[config.mk]
export PLATFORM = sky130hd
export DESIGN_NAME = shot_sequencer
export DESIGN_NICKNAME = d
export VERILOG_FILES = /design/src/rtl/shot_sequencer.sv
export SDC_FILE = /design/constraint.sdc
export NUM_CORES = 1
export LEC_CHECK = 0
export CAP_MARGIN = 20
export CORE_ASPECT_RATIO = 0.75
export CORE_MARGIN = 1
export CORE_UTILIZATION = 28
export DETAILED_ROUTE_END_ITERATION = 7
export PLACE_DENSITY = 0.51
export SLEW_MARGIN = 20
export SYNTH_ARGS = -nofsm -noshare
export SYNTH_HDL_FRONTEND = slang
export SYNTH_SLANG_ARGS = --single-unit
[constraint.sdc]
create_clock -name clk -period 2.6 [get_ports clk]
set_clock_uncertainty 0.2 [all_clocks]
set_input_delay 0.78 -clock clk [delete_from_list [all_inputs] [get_ports clk]]
set_output_delay 0.78 -clock clk [all_outputs]
set_load 0.005 [all_outputs]
[src/rtl/shot_sequencer.sv]
// Shot sequencer: arms the direction counters, waits for all four sensors (or a timeout),
// freezes the counters, then rejects echoes for a holdoff period before handing off to the host.
module shot_sequencer #(
  parameter int unsigned TIMEOUT_CYC = 16000,
  parameter int unsigned HOLDOFF_CYC = 8000,
  parameter int unsigned TMR_W       = 16
) (
  input  logic       clk,
  input  logic       ares,
  input  logic       arm,
  input  logic       ack,
  input  logic       abort,
  input  logic       auto_rearm,
  input  logic [3:0] run,
  output logic       clear_cnt,
  output logic       stop_cnt,
  output logic       ready,
  output logic [3:0] miss_mask,
  output logic [7:0] shot_count,
  output logic [2:0] state
);

  typedef enum logic [2:0] {
    StIdle    = 3'd0,
    StArmed   = 3'd1,
    StMeasure = 3'd2,
    StCapture = 3'd3,
    StHoldoff = 3'd4,
    StDone    = 3'd5
  } state_e;

  localparam logic [TMR_W-1:0] TimeoutVal = TMR_W'(TIMEOUT_CYC);
  localparam logic [TMR_W-1:0] HoldoffVal = TMR_W'(HOLDOFF_CYC);
  localparam logic [TMR_W-1:0] TimerMax   = '1;
  localparam logic [TMR_W-1:0] TimerOne   = TMR_W'(1);

  state_e           state_q, state_d;
  logic [TMR_W-1:0] timer_q, timer_d, timer_inc;
  logic             clear_q, clear_d;
  logic             blank_q;
  logic             stop_q, stop_d;
  logic             ready_q, ready_d;
  logic [3:0]       miss_q, miss_d;
  logic [7:0]       count_q, count_d;
  logic             run_ok;

  // Counters are still clearing during the clear pulse and the cycle after it.
  assign run_ok    = !(clear_q || blank_q);
  assign timer_inc = (timer_q == TimerMax) ? timer_q : timer_q + TimerOne;

  always_comb begin
    state_d = state_q;
    timer_d = timer_q;
    clear_d = 1'b0;
    stop_d  = 1'b0;
    ready_d = ready_q;
    miss_d  = miss_q;
    count_d = count_q;
    if (abort) begin
      state_d = StIdle;
      timer_d = '0;
      ready_d = 1'b0;
      stop_d  = (state_q == StArmed) || (state_q == StMeasure);
    end else begin
      case (state_q)
        StIdle: begin
          if (arm) begin
            clear_d = 1'b1;
            state_d = StArmed;
            timer_d = '0;
          end
        end
        StArmed: begin
          if (run_ok && (run != 4'h0)) begin
            state_d = StMeasure;
            timer_d = TimerOne;
          end
        end
        StMeasure: begin
          timer_d = timer_inc;
          // Capture results are registered on entry so they are visible during CAPTURE.
          if ((run == 4'hF) || (timer_q == TimeoutVal)) begin
            state_d = StCapture;
            stop_d  = 1'b1;
            miss_d  = ~run;
            count_d = count_q + 8'd1;
            ready_d = 1'b1;
          end
        end
        StCapture: begin
          state_d = StHoldoff;
          timer_d = TimerOne;
        end
        StHoldoff: begin
          if (timer_q == HoldoffVal) begin
            state_d = StDone;
          end else begin
            timer_d = timer_inc;
          end
        end
        StDone: begin
          if (arm || auto_rearm) begin
            ready_d = 1'b0;
            clear_d = 1'b1;
            state_d = StArmed;
            timer_d = '0;
          end else if (ack) begin
            ready_d = 1'b0;
            state_d = StIdle;
          end
        end
        default: begin
          state_d = StIdle;
          timer_d = '0;
        end
      endcase
    end
  end

  always_ff @(posedge clk or posedge ares) begin
    if (ares) begin
      state_q <= StIdle;
      timer_q <= '0;
      clear_q <= 1'b0;
      blank_q <= 1'b0;
      stop_q  <= 1'b0;
      ready_q <= 1'b0;
      miss_q  <= 4'h0;
      count_q <= 8'h00;
    end else begin
      state_q <= state_d;
      timer_q <= timer_d;
      clear_q <= clear_d;
      blank_q <= clear_q;
      stop_q  <= stop_d;
      ready_q <= ready_d;
      miss_q  <= miss_d;
      count_q <= count_d;
    end
  end

  assign clear_cnt  = clear_q;
  assign stop_cnt   = stop_q;
  assign ready      = ready_q;
  assign miss_mask  = miss_q;
  assign shot_count = count_q;
  assign state      = state_q;

endmodule

==> notes.md <==
run results: Num CTS Buffers=5, Critical Path End Type=register, xor and xnor area share after synthesis=0.04518, status=completed, Inst Count DP=367, Antenna Nets Post-Route=0, aoi/oai-family share of the synthesized area=0.2004, num rows=26, Non-Filler Instances=381, Log Warnings=27, crit path capture=timer_q[3]$_DFFE_PP0P_, Post-synth top cells=dfrtp_1 (35), nand2_1 (16), o21ai_0 (14), maximum VDD drop=0.2748 mV, Avg Cell Area, Syn=9.743 um^2, Reg2Reg Capture Point=timer_q[3]$_DFFE_PP0P_, ant diodes=0, clock latency on the worst-skew pair=0.29 ns, Synth mux share=0.01011, Die W=102.1 um, CP max FO=5, layout cells sized above 1=0.2686, R2R cell count=7, Syn Inst Count=216, Final #Nets=295, hold_ws=0.2611 ns, Simple-Gate Fraction of Synth Area=0.2497, EDFF count, synth=0, vias=1956, Logic cell area=0.001186 mm^2, post-synthesis net count=229, initial antenna violation count=0, Peak Freq=394.1 MHz, slowest stage delay, CP=0.55 ns, Flops=35, Worst Hold End=blank_q$_DFF_PP0_, synthesized area=0.002105 mm^2, CTS clk-pin slew, worst paths=0.07 ns, Power Dens Cells=561.0 mW/mm^2, leakage power=1.338 nW, CTS tree=done, worst slew pin tran=0.5306 ns, clock buffer depth=2, CP Buf/Inv Count=1, Logic family by area=simple AND/OR/NAND/NOR gates, post-route minimum period=2.537 ns, CTS Root Cell=clkbuf_8, Yosys warnings=0
==> timing repair <==
item | CTS | global route
gates resized | 14 | 12
cloned | 2 | 0
pin swaps | 6 | 6
setup buffers | 0 | 4
endpoints found under the setup margin | 17 | 13
hold buffers | 0 | 0
==> where the power goes <==
group / switching (mW) / leakage, nW / internal, mW
clock: 0.208 / 0.0477 / 0.184
sequential: 0.0444 / 0.479 / 0.600
combinational: 0.285 / 0.811 / 0.320
==> state kept, by name (all words and copies together), names as in the netlist <==
register    count
state           3
blank_q         1
miss_mask       4
shot_count      8
clear_cnt       1
timer_q        16
ready           1
stop_cnt        1
==> per-layer routing <==
layer,share of wire,track usage,vias to the layer above
li1,-,-,961
met1,0.55,0.2370,951
met2,0.40,0.2074,40
met3,0.042,0.02917,4
met4,0.0094,0.03857,0
met5,0,0,-
==> images/met1.png <==
Scale bar: 20 um.
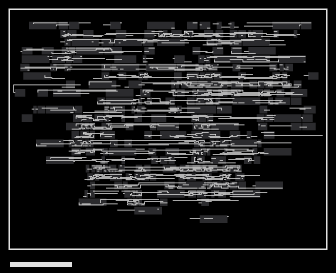
nets with wire on the layer: 264
main direction: horizontal
wire length on this layer: 3080 um

==> images/met2.png <==
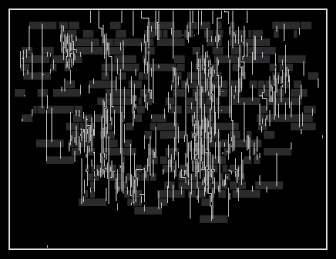
nets with wire on the layer: 248
share of all routed wire: 40%
longest straight run: 27.2 um

Power is estimated from default activity; no workload was simulated.
